[config.mk]
export PLATFORM = sky130hd
export DESIGN_NAME = rom_server
export DESIGN_NICKNAME = d
export VERILOG_FILES = /design/src/rtl/rom_server.sv
export SDC_FILE = /design/constraint.sdc
export NUM_CORES = 1
export LEC_CHECK = 0
export CAP_MARGIN = 20
export CORE_ASPECT_RATIO = 0.9
export CORE_MARGIN = 5
export CORE_UTILIZATION = 40
export DETAILED_ROUTE_END_ITERATION = 8
export PLACE_DENSITY = 0.73
export SYNTH_ARGS = -nofsm -noshare
export SYNTH_HDL_FRONTEND = slang
export SYNTH_SLANG_ARGS = --single-unit
[constraint.sdc]
create_clock -name clk -period 9 [get_ports clk]
set_clock_uncertainty 0.2 [all_clocks]
set_input_delay 1.8 -clock clk [delete_from_list [all_inputs] [get_ports clk]]
set_output_delay 1.8 -clock clk [all_outputs]
set_load 0.005 [all_outputs]
[src/rtl/rom_server.sv]
// ROM byte server: maps byte requests onto a 32-bit backing memory through a
// single-word buffer, refetching on miss or after invalidation.
`timescale 1ns/1ps

module rom_server #(
    parameter logic [31:0] BASE = 32'h00000000
) (
    input  logic        clk,
    input  logic        reset,
    input  logic [21:0] romaddr,
    input  logic        romreq,
    output logic        romack,
    output logic [7:0]  romdata,
    input  logic        inval,
    output logic [29:0] maddr,
    output logic        mreq,
    input  logic        mack,
    input  logic [31:0] mdata
);

    localparam logic [29:0] BaseWord = BASE[31:2];

    typedef enum logic [1:0] {StIdle, StFetch, StAck, StHold} state_t;

    state_t      r_state;
    logic        r_valid;
    logic [19:0] r_tag;
    logic [31:0] r_data;
    logic        r_inval_pend;
    logic        r_romack;
    logic [7:0]  r_romdata;
    logic [29:0] r_maddr;
    logic        r_mreq;

    logic        w_hit;
    logic [7:0]  w_buf_byte;
    logic [7:0]  w_fill_byte;
    logic [29:0] w_fetch_addr;

    always_comb begin
        w_hit        = r_valid && (r_tag == romaddr[21:2]);
        w_buf_byte   = r_data[{romaddr[1:0], 3'b000} +: 8];
        w_fill_byte  = mdata[{romaddr[1:0], 3'b000} +: 8];
        w_fetch_addr = BaseWord + {10'b0, romaddr[21:2]};
    end

    always_ff @(posedge clk or posedge reset) begin
        if (reset) begin
            r_state      <= StIdle;
            r_valid      <= 1'b0;
            r_tag        <= '0;
            r_data       <= '0;
            r_inval_pend <= 1'b0;
            r_romack     <= 1'b0;
            r_romdata    <= 8'h00;
            r_maddr      <= '0;
            r_mreq       <= 1'b0;
        end else begin
            r_romack <= 1'b0;
            // During a fetch the invalidate is deferred so the fill lands invalid.
            if (inval && (r_state != StFetch)) begin
                r_valid <= 1'b0;
            end
            case (r_state)
                StIdle: begin
                    if (romreq) begin
                        if (w_hit && !inval) begin
                            r_state   <= StAck;
                            r_romack  <= 1'b1;
                            r_romdata <= w_buf_byte;
                        end else begin
                            r_state      <= StFetch;
                            r_maddr      <= w_fetch_addr;
                            r_mreq       <= 1'b1;
                            r_inval_pend <= 1'b0;
                        end
                    end
                end
                StFetch: begin
                    if (inval) begin
                        r_inval_pend <= 1'b1;
                    end
                    if (mack) begin
                        r_mreq    <= 1'b0;
                        r_data    <= mdata;
                        r_tag     <= romaddr[21:2];
                        r_valid   <= !(inval || r_inval_pend);
                        r_romack  <= 1'b1;
                        r_romdata <= w_fill_byte;
                        r_state   <= StAck;
                    end
                end
                StAck:   r_state <= StHold;
                StHold:  r_state <= StIdle;
                default: r_state <= StIdle;
            endcase
        end
    end

    assign romack  = r_romack;
    assign romdata = r_romdata;
    assign maddr   = r_maddr;
    assign mreq    = r_mreq;

endmodule

==> impl_summary.log <==
[flow] collecting metrics
INFO  metric outcome = complete, no violations
INFO  metric design.portCount = approximately 100
INFO  metric critical_path.n_buffers_inverters = 1
INFO  metric totalNegativeSetupSlack = 0 ns
INFO  metric regToRegSetupSlack = roughly 6.6 ns
INFO  metric cts.root.buffer_cell = clkbuf_16
INFO  metric worstMarginPinSlew = between 0.8 and 0.9 ns
INFO  metric cts_clk_pin_slew_worst_paths = 0.06 ns
INFO  metric via_per_inst = ~5
INFO  metric critical_path.reg2reg.startpoint = r_state[0]$_DFFE_PP0P_
INFO  metric post_synth.cell_area_avg = about 15 µm²
INFO  metric muxShareOfSynthArea = 34.2%
INFO  metric cells_on_worst_reg2reg_path = 5
INFO  metric htreeDepth = 3
INFO  metric hold_path.startpoint = r_inval_pend$_DFFE_PP0P_
INFO  metric critical-path-max-stage-delay = approximately 0.46 ns
INFO  metric achievable-frequency = 257 MHz
INFO  metric ys_sh_xor = 4.20%
INFO  metric cts_resized = 0
INFO  metric clock_latency = 0.34 ns
INFO  metric final-max-slew-violation-count = 0
INFO  metric common_cells = 86 x dfrtp_1, 68 x mux2_2, 20 x mux2_4, 18 x xor2_1, 16 x mux4_2
INFO  metric worst_slew_margin_rel = between 40 and 50%
INFO  metric worst_slack_at_placement = ~4.8 ns
INFO  metric arrival = between 3 and 4 ns
INFO  metric critical_path.startpoint = romaddr[12]
INFO  metric crit_path_kind = in2reg
INFO  metric final_layout_size_suffix_gt1_share = roughly a third
INFO  metric antenna_violations_before_repair = 0
INFO  metric rsz_0062_raised_after_global_routing = false
INFO  metric top_cells_by_area = dfrtp_1 52%, mux2_2 18%, mux4_2 8.6%
INFO  metric cts_buffer_depth = 2
INFO  metric synth-simple-area-share = under 10%
INFO  metric post_cts_hold_buffer_count = 0
INFO  metric port_buffers = around 90
INFO  metric cts_sinks = approximately 86
INFO  metric clock_tree_from_tritoncts = built
INFO  metric minimum_clock_period = between 3 and 4 ns
INFO  metric cp.depth = 7
## layout by cell type (no fill, tap or decap)
cell type / synthesis / routed
mux4_2: 16 / 16
dfrtp_1: 86 / 86
a31oi_2: 1 / 1
or2_2: 1 / 1
buf_4: 10 / 4
nand2b_1: 2 / 2
nand4_1: 2 / 2
nor3_2: 1 / 1
and2_1: 1 / 1
nand2_2: 0 / 1
mux2_2: 68 / 68
conb_1: 1 / 10
buf_16: 0 / 1
a311o_1: 1 / 1
a31oi_1: 1 / 1
o311a_1: 1 / 1
clkinv_2: 0 / 2
nor3_1: 1 / 1
mux2_4: 20 / 20
nand2_1: 3 / 2
clkdlybuf4s50_1: 0 / 88
xor2_1: 18 / 18
bufinv_16: 0 / 1
nor3b_1: 1 / 1
nor4_1: 2 / 2
xnor2_1: 2 / 2
clkbuf_1: 5 / 2
clkinvlp_4: 0 / 1
a21oi_1: 2 / 2
nor2_1: 8 / 8
nor2b_1: 2 / 2
ha_1: 3 / 3
a211oi_1: 1 / 1
clkbuf_16: 0 / 9
nand3_1: 1 / 1
a31o_2: 1 / 1
inv_1: 4 / 3
clkinv_4: 0 / 2
o31ai_1: 1 / 1
o21ai_0: 2 / 2
## state kept, by name (all words and copies together), names as in the netlist
signal,count
mreq,1
r_valid,1
r_state,2
r_data,32
romdata,8
maddr,20
r_inval_pend,1
r_tag,20
romack,1
## power breakdown
group / internal (mW) / switching [mW]
combinational: 0.495 / 0.240
sequential: 0.585 / 0.109
clock: 0.216 / 0.147
total: 1.30 / 0.495
## area by class of cell
class / count / area, µm²
Clock inverter: 5 / 60.1
Multi-Input combinational cell: 173 / 1890
Timing Repair Buffer: 93 / 938
Inverter: 4 / 16.3
Fill cell: 858 / 4750
Clock buffer: 11 / 233
Tap cell: 129 / 161
Sequential cell: 86 / 2150
final_placement.png
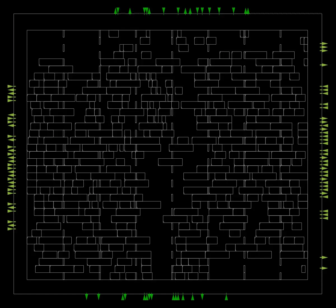
Layout Cells excl Fill: 501
flop count: 86
core area: 10200 µm²
final core occ: 53.5%
sequential fraction of total cell area: 39.5%

drive_strength.png
The bar under the picture is 20 µm long.
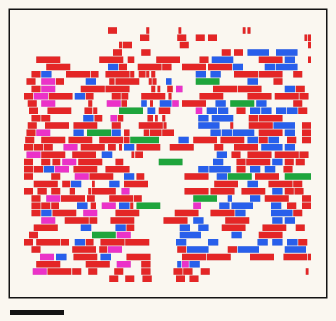
[blue] drive 2 | cells: 91 | share: 24% | most used: mux2_2
[red] drive 1 or less | cells: 243 | share: 65% | most used: clkdlybuf4s50_1
[green] drive 6 and up | cells: 11 | share: 3.0% | most used: clkbuf_16
[magenta] drive 3 to 4 | cells: 27 | share: 7.3% | most used: mux2_4
post-route cell area: 5450 µm²
synthesis-to-layout area growth: 30.7%
non-clock buffer count in the final layout: 93
least setup slack across all paths after layout: 5.11 ns

metal_stack.png
The bar under the picture is 20 µm long.
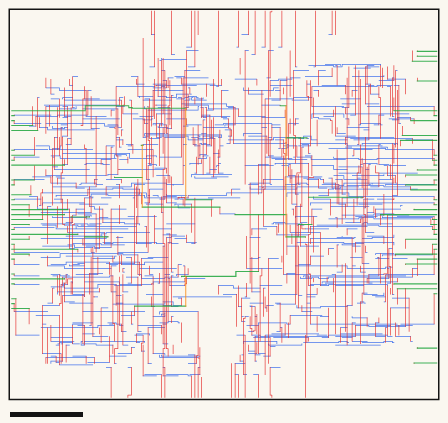
[green] met3 | wire length: 539 µm
[red] met2 | wire length: 3970 µm
[orange] met4 | wire length: 86.4 µm
[blue] met1 | wire length: 3980 µm
wirelength, routed: 8.57 mm
total number of vias: 2494
total routing usage reported by global routing: 14.0%
mean routed wirelength per cell: 17.1 µm

Power is estimated from default activity; no workload was simulated.
